<file path="src/rtl/tdc_pkg.sv">
// Shared constants and types for the TDC report scheduler: frame sync bytes,
// frame lengths, the scheduler state encoding and a byte-fold helper.
package tdc_pkg;

  localparam logic [7:0] SYNC_MEAS      = 8'hA5;
  localparam logic [7:0] SYNC_STAT      = 8'h5A;
  localparam int         MEAS_FRAME_LEN = 6;
  localparam int         STAT_FRAME_LEN = 4;

  typedef enum logic [1:0] {
    IDLE,
    LOAD,
    SEND
  } state_t;

  // XOR of the four bytes of a 32-bit word, used for the frame checksum.
  function automatic logic [7:0] xor_bytes(input logic [31:0] word);
    return word[31:24] ^ word[23:16] ^ word[15:8] ^ word[7:0];
  endfunction

endpackage

</file>
<file path="src/rtl/tdc_report_scheduler_if.sv">
// Measurement input, UART byte handshake and status signals of the report
// scheduler. The scheduler uses the slave side; the TDC core / UART side is
// the master.
interface tdc_report_scheduler_if;

  logic        meas_valid;
  logic [31:0] meas_period;
  logic [7:0]  tx_data;
  logic        tx_valid;
  logic        tx_ready;
  logic        busy;
  logic [15:0] drop_count;

  modport master (
    output meas_valid, meas_period, tx_ready,
    input  tx_data, tx_valid, busy, drop_count
  );

  modport slave (
    input  meas_valid, meas_period, tx_ready,
    output tx_data, tx_valid, busy, drop_count
  );

endinterface

</file>
<file path="src/rtl/tdc_tick_gen.sv">
// Free-running period counter. Counts 0..PERIOD-1 and wraps; tick is high
// for exactly the wrap cycle (count == PERIOD-1).
module tdc_tick_gen #(
  parameter int PERIOD = 100_000_000
) (
  input  logic clk_100m,
  input  logic rst_n,
  output logic tick
);

  localparam int             W    = (PERIOD > 1) ? $clog2(PERIOD) : 1;
  localparam logic [W-1:0]   LAST = W'(PERIOD - 1);

  logic [W-1:0] count;

  // period counter, returns to zero after the terminal count
  always_ff @(posedge clk_100m or negedge rst_n) begin
    if (!rst_n)             count <= '0;
    else if (count == LAST) count <= '0;
    else                    count <= count + W'(1);
  end

  assign tick = (count == LAST);

endmodule

</file>
<file path="src/rtl/tdc_report_scheduler.sv">
// Frames TDC period measurements and a periodic status (drop counter) report
// onto a single UART byte channel. One-entry holding register in front of a
// shift-out frame buffer; a heartbeat request is forced through after
// MAX_CONSEC back-to-back measurement frames.
//
// state | meaning
// IDLE  | arbitrate between pending heartbeat and held measurement
// LOAD  | snapshot the selected frame and its checksum into the frame buffer
// SEND  | present bytes MSB first, advance on tx_ready
module tdc_report_scheduler
  import tdc_pkg::*;
#(
  parameter int HB_CYCLES  = 100_000_000,
  parameter int MAX_CONSEC = 8
) (
  input  logic                  clk_100m,
  input  logic                  rst_n,
  tdc_report_scheduler_if.slave bus
);

  localparam int            CW         = $clog2(MAX_CONSEC + 1);
  localparam logic [CW-1:0] CONSEC_MAX = CW'(MAX_CONSEC);
  localparam logic [2:0]    MEAS_LAST  = 3'(MEAS_FRAME_LEN - 1);
  localparam logic [2:0]    STAT_LAST  = 3'(STAT_FRAME_LEN - 1);

  state_t        state;
  logic          hold_full;
  logic [31:0]   hold_data;
  logic          hb_pending;
  logic [CW-1:0] consec;
  logic          load_stat;
  logic [47:0]   frame_buf;
  logic [2:0]    idx;
  logic          tx_valid_q;
  logic          busy_q;
  logic [15:0]   drop_q;

  logic          tick;
  logic          hold_free;
  logic          take;
  logic          drop;
  logic [2:0]    last_idx;

  tdc_tick_gen #(.PERIOD(HB_CYCLES)) u_tick_gen (
    .clk_100m (clk_100m),
    .rst_n    (rst_n),
    .tick     (tick)
  );

  // The holding register is freed by a measurement LOAD; a measurement
  // arriving in that same cycle refills it instead of being dropped.
  assign hold_free = (state == LOAD) && !load_stat;
  assign take      = bus.meas_valid && (!hold_full || hold_free);
  assign drop      = bus.meas_valid && !take;
  assign last_idx  = load_stat ? STAT_LAST : MEAS_LAST;

  assign bus.tx_data    = frame_buf[47:40];
  assign bus.tx_valid   = tx_valid_q;
  assign bus.busy       = busy_q;
  assign bus.drop_count = drop_q;

  // holding register, drop counter, heartbeat request and framing FSM
  always_ff @(posedge clk_100m or negedge rst_n) begin
    if (!rst_n) begin
      state      <= IDLE;
      hold_full  <= 1'b0;
      hold_data  <= '0;
      hb_pending <= 1'b0;
      consec     <= '0;
      load_stat  <= 1'b0;
      frame_buf  <= '0;
      idx        <= '0;
      tx_valid_q <= 1'b0;
      busy_q     <= 1'b0;
      drop_q     <= '0;
    end else begin
      if (drop && drop_q != 16'hFFFF) drop_q <= drop_q + 16'd1;

      if (take) begin
        hold_data <= bus.meas_period;
        hold_full <= 1'b1;
      end else if (hold_free) begin
        hold_full <= 1'b0;
      end

      case (state)
        IDLE: begin
          // A measurement arriving into an empty register is scheduled in the
          // same cycle it is captured, so the first byte appears two cycles
          // after meas_valid.
          if (hb_pending && (consec == CONSEC_MAX || !hold_full)) begin
            load_stat <= 1'b1;
            busy_q    <= 1'b1;
            state     <= LOAD;
          end else if (hold_full || bus.meas_valid) begin
            load_stat <= 1'b0;
            busy_q    <= 1'b1;
            state     <= LOAD;
          end
        end
        LOAD: begin
          if (load_stat) begin
            frame_buf  <= {SYNC_STAT, drop_q,
                           SYNC_STAT ^ drop_q[15:8] ^ drop_q[7:0], 16'h0000};
            drop_q     <= drop ? 16'd1 : 16'd0;
            hb_pending <= 1'b0;
            consec     <= '0;
          end else begin
            frame_buf <= {SYNC_MEAS, hold_data, SYNC_MEAS ^ xor_bytes(hold_data)};
            if (consec != CONSEC_MAX) consec <= consec + CW'(1);
          end
          idx        <= '0;
          tx_valid_q <= 1'b1;
          state      <= SEND;
        end
        SEND: begin
          if (bus.tx_ready) begin
            frame_buf <= {frame_buf[39:0], 8'h00};
            if (idx == last_idx) begin
              tx_valid_q <= 1'b0;
              busy_q     <= 1'b0;
              state      <= IDLE;
            end else begin
              idx <= idx + 3'd1;
            end
          end
        end
        default: state <= IDLE;
      endcase

      // a wrap during a status LOAD is a fresh request and must survive
      if (tick) hb_pending <= 1'b1;
    end
  end

endmodule

</file>
<file path="src/flat_wrapper.sv">
// flat-port wrapper written by rule: the top's interface ports become plain ports
module tdc_report_scheduler_flat import tdc_pkg::*;
#(
  parameter int HB_CYCLES  = 100_000_000,
  parameter int MAX_CONSEC = 8
)
  (clk_100m, rst_n, bus_meas_valid, bus_meas_period, bus_tx_ready, bus_tx_data, bus_tx_valid, bus_busy, bus_drop_count);
  tdc_report_scheduler_if bus_i ();
  input  logic clk_100m;
  input  logic rst_n;
  input wire logic [$bits(bus_i.meas_valid)-1:0] bus_meas_valid;
  input wire logic [$bits(bus_i.meas_period)-1:0] bus_meas_period;
  input wire logic [$bits(bus_i.tx_ready)-1:0] bus_tx_ready;
  output wire logic [$bits(bus_i.tx_data)-1:0] bus_tx_data;
  output wire logic [$bits(bus_i.tx_valid)-1:0] bus_tx_valid;
  output wire logic [$bits(bus_i.busy)-1:0] bus_busy;
  output wire logic [$bits(bus_i.drop_count)-1:0] bus_drop_count;
  assign bus_i.meas_valid = bus_meas_valid;
  assign bus_i.meas_period = bus_meas_period;
  assign bus_i.tx_ready = bus_tx_ready;
  assign bus_tx_data = bus_i.tx_data;
  assign bus_tx_valid = bus_i.tx_valid;
  assign bus_busy = bus_i.busy;
  assign bus_drop_count = bus_i.drop_count;
  tdc_report_scheduler #(.HB_CYCLES(HB_CYCLES), .MAX_CONSEC(MAX_CONSEC)) u_core (.clk_100m(clk_100m), .rst_n(rst_n), .bus(bus_i));
endmodule
</file>
<file path="config.mk">
export PLATFORM = sky130hd
export DESIGN_NAME = tdc_report_scheduler_flat
export DESIGN_NICKNAME = d
export VERILOG_FILES = /design/src/rtl/tdc_pkg.sv /design/src/rtl/tdc_report_scheduler_if.sv /design/src/rtl/tdc_tick_gen.sv /design/src/rtl/tdc_report_scheduler.sv /design/src/flat_wrapper.sv
export SDC_FILE = /design/constraint.sdc
export NUM_CORES = 1
export LEC_CHECK = 0
export CORE_ASPECT_RATIO = 0.5
export CORE_UTILIZATION = 45
export DETAILED_ROUTE_END_ITERATION = 6
export PLACE_DENSITY = 0.67
export SETUP_SLACK_MARGIN = 0.2
export SLEW_MARGIN = 20
export SYNTH_ARGS = -nofsm -noshare
export SYNTH_HDL_FRONTEND = slang
export SYNTH_SLANG_ARGS = --single-unit
</file>
<file path="constraint.sdc">
create_clock -name clk_100m -period 3.85 [get_ports clk_100m]
set_input_delay 0.77 -clock clk_100m [delete_from_list [all_inputs] [get_ports clk_100m]]
set_output_delay 0.77 -clock clk_100m [all_outputs]
set_load 0.005 [all_outputs]
</file>
==> datasheet_impl.txt, run 1 <==
Summary of implementation characteristics

Parameter                              Value

Logic synthesis
  Number of cells in the yosys synthesis report .................. 674
  Mapped Avg Cell Area .................. 10.1 um^2
  Number of enable-type register cells in the synthesized netlist .................. 0
  Ys flops .................. 137
  Total number of yosys warnings .................. 0
  Count of different cell masters after synthesis .................. 60
  Library cell with the largest summed area after synthesis .................. sky130_fd_sc_hd__dfrtp_1
  Synth top area cells .................. sky130_fd_sc_hd__dfrtp_1, sky130_fd_sc_hd__mux2_2, sky130_fd_sc_hd__xnor2_1

Flow run
  Max capacitance violation total .................. 0
  Count of warning messages emitted by the tools .................. 27

Worst setup path
  Reg-to-reg slack, setup .................. 1.36 ns
  Max incr delay on CP .................. 0.64 ns
  Launching element of the worst setup path .................. u_core.state[1]$_DFFE_PN0P_
  Master of the slowest instance on the critical path .................. sky130_fd_sc_hd__dfrtp_1
  Cell-by-cell listing of the critical path .................. or3b_1, nand2_1, nand2_1, buf_4, mux2_2
  Worst Path Required .................. 4.15 ns
  Crit-path leading delay family .................. simple AND/OR/NAND/NOR gates
  Endpoint class of the critical path .................. flip-flop

Final timing
  Worst relative slew slack .................. 32.9%
  Total of endpoints with negative setup slack in the final report .................. 0
  Unrepaired setup endpoints after global routing .................. no
  Final min period .................. 2.49 ns

Hold path
  Min-Delay Path Class .................. in -> async

Placement
  Detailed-placement wirelength estimate .................. 10,500 um
  Port Buf Inserts .................. between 60 and 70
  Number of instances in the placed design .................. between 800 and 900

Cells and area
  CLK BUF .................. 17
  Count of non-filler cells in the finished layout .................. 924
  Logic area .................. 0.00317 mm^2
  Seq cells .................. 137
  Clock distribution area overhead in the final layout .................. under 10%
  Sequential cell area .................. 0.00343 mm^2
  Ant diodes .................. 0
  Non-clock buffer instance count of the final layout .................. between 60 and 70
  NumNets Final .................. 754

Outcome
  Outcome .................. completed

Floorplanning
  Count of boundary I/O pins .................. 62
  Core area .................. 0.0147 mm^2
  Standard-cell row count .................. 31

Clocking
  Post-cts hold-fix buffer tally .................. 0
  Maximum clock insertion buffer count .................. 2
  CTS Buf Count .................. 17
  Cells resized by post-CTS repair .................. 0

Global route
  Initial antenna violation count .................. 0
  Vias in the first global route .................. 4,954

Detailed routing
  Drt initial violations .................. 386
  Via/cell ratio .................. 5.73
-- run 1: cells by family (layout without fill, tap and decap cells) --
kind of cell	Yosys count	count (layout)	share of synthesized area, %
DFF	137	137	50.1
muxes	44	44	7.03
AOI/OAI and AO/OA	155	155	14.5
xor gates and xnor gates	48	48	6.15
buffers and inverters	55	107	3.60
adders and majority gates	5	5	0.915
and+or+nand+nor	230	230	17.7
-- run 1: report_power, final --
part	internal, W	total (W)	switching, W
clock network	0.000850	0.00155	0.000704
logic	0.00102	0.00202	0.00100
registers	0.00193	0.00242	0.000487
-- run 1: routing by layer --
layer,global-route usage [%],up-vias,share of wire [%]
met3,3.95,13,4.4
met1,30.1,2645,49
met2,34.8,106,45
li1,-,2528,-
met5,0,-,0
met4,6.90,0,1.1
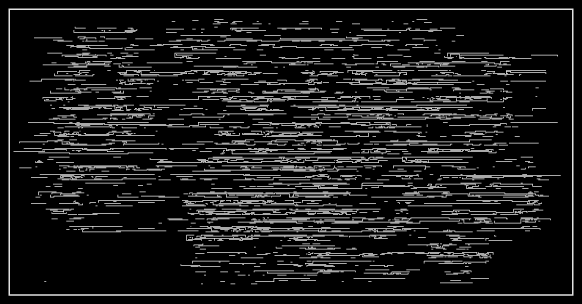
**Above:** run 1 (signal wires on met1).
The wires run mostly horizontal. The layer carries 7,830 um of wire. 691 nets have wire on it. The layer holds 49% of the routed length.

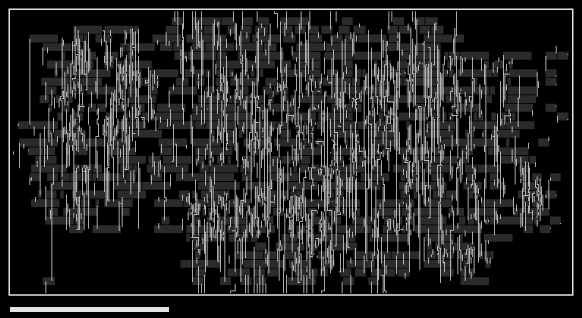
**Above:** run 1 (M2 wires).
The bar under the picture is 50 um long. Cells faint in the background.
627 nets have wire on it. The wires run mostly vertical. The layer holds 45% of the routed length.

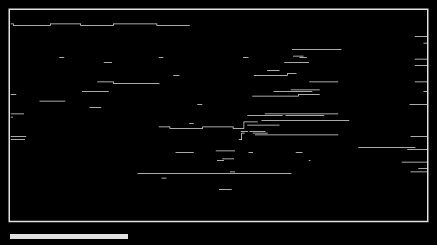
**Above:** run 1 (signal wires on met3).
The bar under the picture is 50 um long.
The layer holds 4.4% of the routed length. The longest straight run is 64.9 um. The wires run mostly horizontal.
wire length reported by the detailed router: 15,900 um
met3 layer usage reported by global route: 3.95%
overall via count from detail_route: 5,292

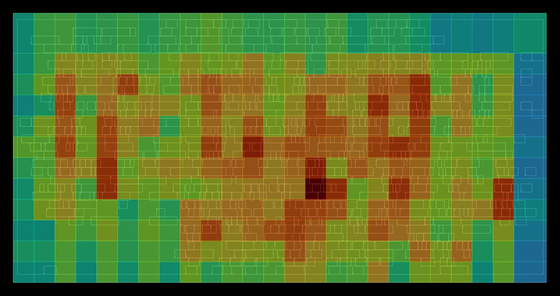
**Above:** run 1 (congestion heat map).
All-Layer GR Usage: 21.7%
highest-utilization routing layer at the global route stage: met2
post-DR wirelength/cell: 17.2 um
met1 track demand over resource: 30.1%
core utilization of the finished layout: 55.4%

**Run 1: M4 wires**

Cells faint in the background.
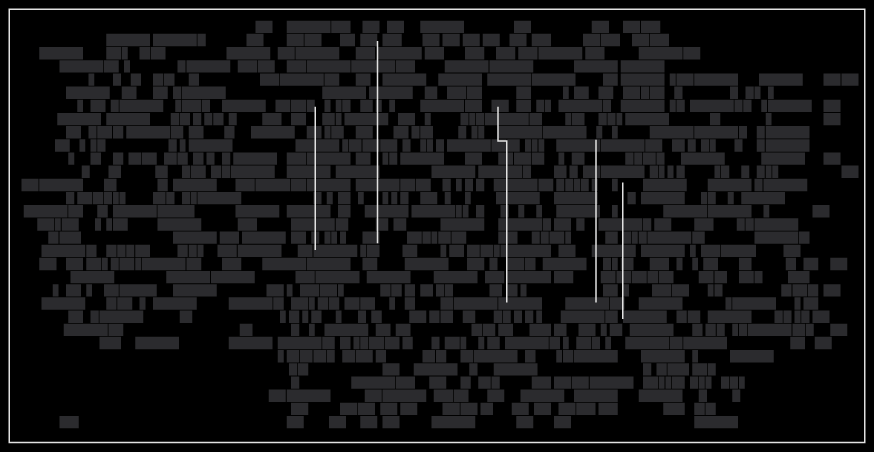

==> run 2: changes to the inputs <==
PLACE_DENSITY = 0.69   (was 0.67)
clock period = 2.1 ns   (was 3.85 ns; I/O delays follow)
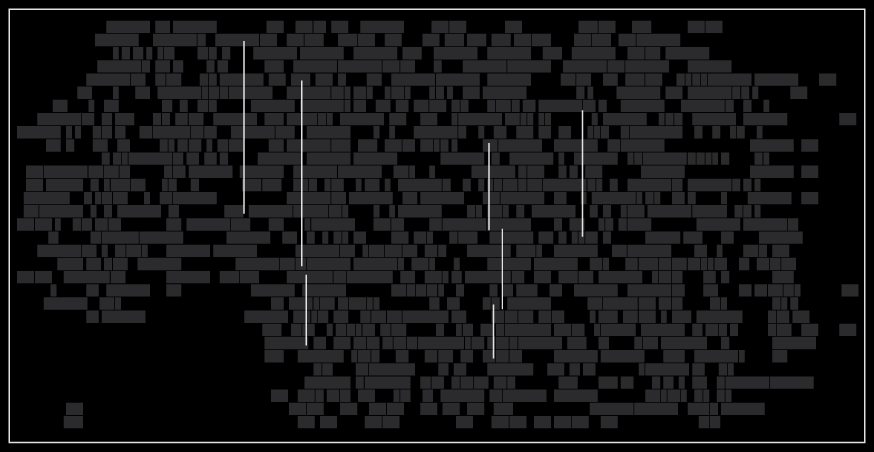
**Above:** run 2 (M4 wires).
Cells faint in the background.
The layer carries 158 um of wire. The wires run mostly vertical.
wire length reported by the detailed router: 16,400 um
overall via count from detail_route: 5,495

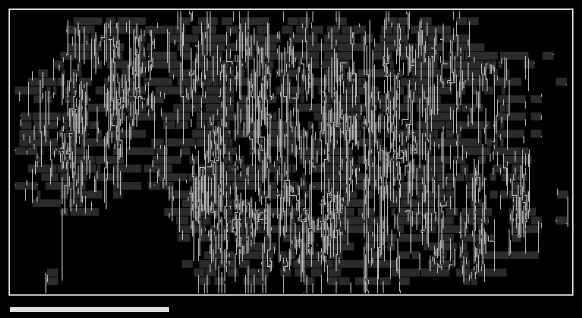
**Above:** run 2 (M2 wires).
The bar under the picture is 50 um long. Cells faint in the background.
The layer holds 45% of the routed length. 678 nets have wire on it. The layer carries 7,440 um of wire. The longest straight run is 51.7 um. The wires run mostly vertical.
met2 track demand over resource in global routing: 34.6%

==> datasheet_impl.txt, run 2 <==
Summary of implementation characteristics

Parameter                              Value

Outcome
  Outcome .................. completed

Cells and area
  Non-clock buffer instance count of the final layout .................. 107 (+55%)
  CLK BUF .................. 18 (+1)
  Logic area .................. 0.00319 mm^2 (+0.67%)
  Count of non-filler cells in the finished layout .................. 962 (+4.1%)
  Core utilization of the finished layout .................. 58.1% (+2.6 points)
  Clock distribution area overhead in the final layout .................. 6.77% (-0.092 points)

Logic synthesis
  Ys flops .................. 137 (unchanged)
  Mapped Avg Cell Area .................. 10.1 um^2 (unchanged)
  Mux contribution to synthesized area .................. 7.03% (unchanged)
  Count of different cell masters after synthesis .................. 60 (unchanged)
  Area share of fa/ha/maj cells after synthesis .................. 0.915% (unchanged)
  Compound-cell area share of the yosys netlist .................. 14.5% (unchanged)
  Library cell with the largest summed area after synthesis .................. sky130_fd_sc_hd__dfrtp_1

Detailed routing
  Met3 routed wirelength .................. 926 um (+33%)
  Post-DR wirelength/cell .................. 17.0 um (-1.0%)
  Top routing layer used .................. met4
  Drt initial violations .................. 459 (+19%)
  Via/cell ratio .................. 5.71 (-0.27%)
  Post-Route M1 WL .................. 7850 um (+0.24%)

Floorplanning
  Count of boundary I/O pins .................. 62 (unchanged)
  Standard-cell row count .................. 31 (unchanged)

Worst setup path
  Crit-path leading delay family .................. buffers and inverters
  Max incr delay on CP .................. 0.50 ns (-0.14 ns)
  Cell-by-cell listing of the critical path .................. buf_6, clkdlybuf4s50_1
  Master of the slowest instance on the critical path .................. sky130_fd_sc_hd__clkdlybuf4s50_1

Pwr
  Part of the power in the clock network .................. 25.7% (-0.2 points)
  Part of the power in registers .................. 38.0% (-2.4 points)
  Pint .................. 0.00735 W (+93%)
  Total sequential power .................. 0.00433 W (+79%)
  Combinational logic power .................. 0.00413 W (+100%)
  Switch share .................. 35.5% (-1.1 points)
  Power share of the combinational group .................. 36.3% (+2.6 points)

Final timing
  Worst relative slew slack .................. 61.4% (+29 points)
  Unrepaired setup endpoints after global routing .................. yes
  Final min period .................. 1.86 ns

Placement
  Port Buf Inserts .................. 61 (unchanged)
  Number of instances in the placed design .................. 924 (+3.6%)

Global route
  Initial antenna violation count .................. 0 (unchanged)
  Met1 track demand over resource .................. 30.8% (+0.67 points)
  Met3 layer usage reported by global route .................. 4.80% (+0.85 points)

Flow run
  Max capacitance violation total .................. 0 (unchanged)
  Count of warning messages emitted by the tools .................. 29 (+7.4%)

Hold path
  Min-Delay Path Class .................. reg -> reg

Clocking
  Cells resized by post-CTS repair .................. 10 (+10)
  Post-cts hold-fix buffer tally .................. 1 (+1)
==> run 2: path summary, 6_finish.rpt <==
check | from | endpoint | slack, ns | cells after the start
min | u_core.frame_buf[45]$_DFFE_PN0P_ | u_core.frame_buf[45]$_DFFE_PN0P_ | 0.48 | 2
max reg2reg | u_core.u_tick_gen.count[1]$_DFF_PN0_ | u_core.u_tick_gen.count[26]$_DFF_PN0_ | 0.25 | 5
max | u_core.bus.drop_count[4]$_DFF_PN0_ | bus_drop_count[4] | 0.24 | 2
min in group asynchronous | rst_n | u_core.u_tick_gen.count[14]$_DFF_PN0_ | 0.52 | 2
max in group asynchronous | rst_n | u_core.frame_buf[45]$_DFFE_PN0P_ | 0.99 | 3
min reg2reg | u_core.frame_buf[45]$_DFFE_PN0P_ | u_core.frame_buf[45]$_DFFE_PN0P_ | 0.48 | 2
**Run 2: congestion heat map**

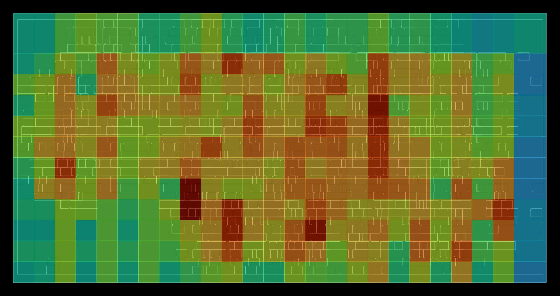

==> run 3: changes to the inputs <==
CORE_UTILIZATION = 30   (was 45)
PLACE_DENSITY = 0.51   (was 0.69)
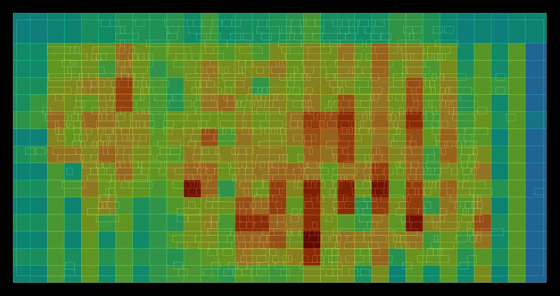
**Above:** run 3 (congestion heat map).
post-DR wirelength/cell: 16.9 um
core utilization of the finished layout: 40.4%
met3 layer usage reported by global route: 3.60%

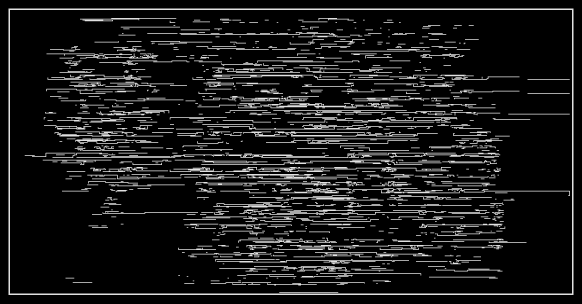
**Above:** run 3 (signal wires on met1).
748 nets have wire on it. The layer carries 9,090 um of wire. The layer holds 50% of the routed length. The wires run mostly horizontal.

==> datasheet_impl.txt, run 3 <==
Summary of implementation characteristics

Parameter                              Value

Global route
  Met2 track demand over resource in global routing .................. 25.7% (-9.0 points)
  Initial antenna violation count .................. 2 (+2)

Worst setup path
  Startpoint types .................. flip-flop
  Data arrival time at the worst-slack endpoint .................. ~1.5 ns
  Reg-to-reg slack, setup .................. 0.27 ns (+0.02 ns)
  Launching element of the worst setup path .................. u_core.bus.drop_count[1]$_DFF_PN0_
  Crit Reg-Reg Startpoint .................. u_core.u_tick_gen.count[0]$_DFF_PN0_
  Max incr delay on CP .................. 0.50 ns (about the same)
  Worst reg2reg path depth .................. 5 (unchanged)
  Cell-by-cell listing of the critical path .................. buf_4, clkdlybuf4s50_1
  Master of the slowest instance on the critical path .................. sky130_fd_sc_hd__clkdlybuf4s50_1
  Critical Path Sink .................. bus_drop_count[1]
  Critical path depth .................. 2 (unchanged)
  Crit-path leading delay family .................. buffers and inverters

Detailed routing
  Overall via count from detail_route .................. 5,442 (-0.96%)
  Via/cell ratio .................. 5.02 (-12%)
  Met3 routed wirelength .................. 758 um (-18%)
  Post-Route M1 WL .................. 9090 um (+16%)

Logic synthesis
  Ys flops .................. 137 (unchanged)
  Post-synthesis simple-gate area fraction .................. 17.7%
  Compound-cell area share of the yosys netlist .................. 14.5% (unchanged)
  Area share of fa/ha/maj cells after synthesis .................. 0.915% (unchanged)
  Library cell with the largest summed area after synthesis .................. sky130_fd_sc_hd__dfrtp_1

Hold path
  Worst Hold Path EP .................. u_core.frame_buf[12]$_DFFE_PN0P_
  Worst hold path depth .................. 2 (unchanged)

Outcome
  Outcome .................. completed

Clocking
  Post-cts hold-fix buffer tally .................. 1 (unchanged)
  Cells resized by post-CTS repair .................. 13 (+3)

Final timing
  Worst relative slew slack .................. 64.5% (+3.0 points)
  Unrepaired setup endpoints after global routing .................. yes
  Final min period .................. 1.93 ns (+0.0616 ns)

Cells and area
  Count of non-filler cells in the finished layout .................. 1,085 (+13%)
  Share of cells above drive strength 1 .................. approximately 20%

Flow run
  Max capacitance violation total .................. 0 (unchanged)
  Count of warning messages emitted by the tools .................. 29 (unchanged)

Floorplanning
  Standard-cell row count .................. 38 (+23%)

Placement
  Port Buf Inserts .................. 61 (unchanged)
run 3: per-stage QoR:
| step | util [%] | hold slack, ns | area [um^2] |
|---|---|---|---|
| floorplan | - | 0.124 | 6840 |
| global placement | 36.7 | 0.395 | 8070 |
| detailed placement | 36.7 | 0.396 | 8070 |
| CTS | 39.7 | 0.469 | 8730 |
| global route | 40.4 | 0.490 | 8900 |
| finish | 40.4 | 0.468 | 8900 |
run 3: final cells by class:
type	instances	area, um^2
repair buffers	130	1230
well taps	300	375
inverters	6	22.5
multi-input cells	482	3200
clock inverters	11	171
clock buffers	19	453
fillers	2142	13100
flip-flops and latches	137	3450
run 3: power by group:
group	total [W]	switching [W]	internal, W
Combinational	0.00439	0.00214	0.00225
Sequential	0.00428	0.000727	0.00355
Clock	0.00324	0.00120	0.00204
Total	0.0119	0.00406	0.00784
No activity file was given, so power comes from the tool's default toggle rates.
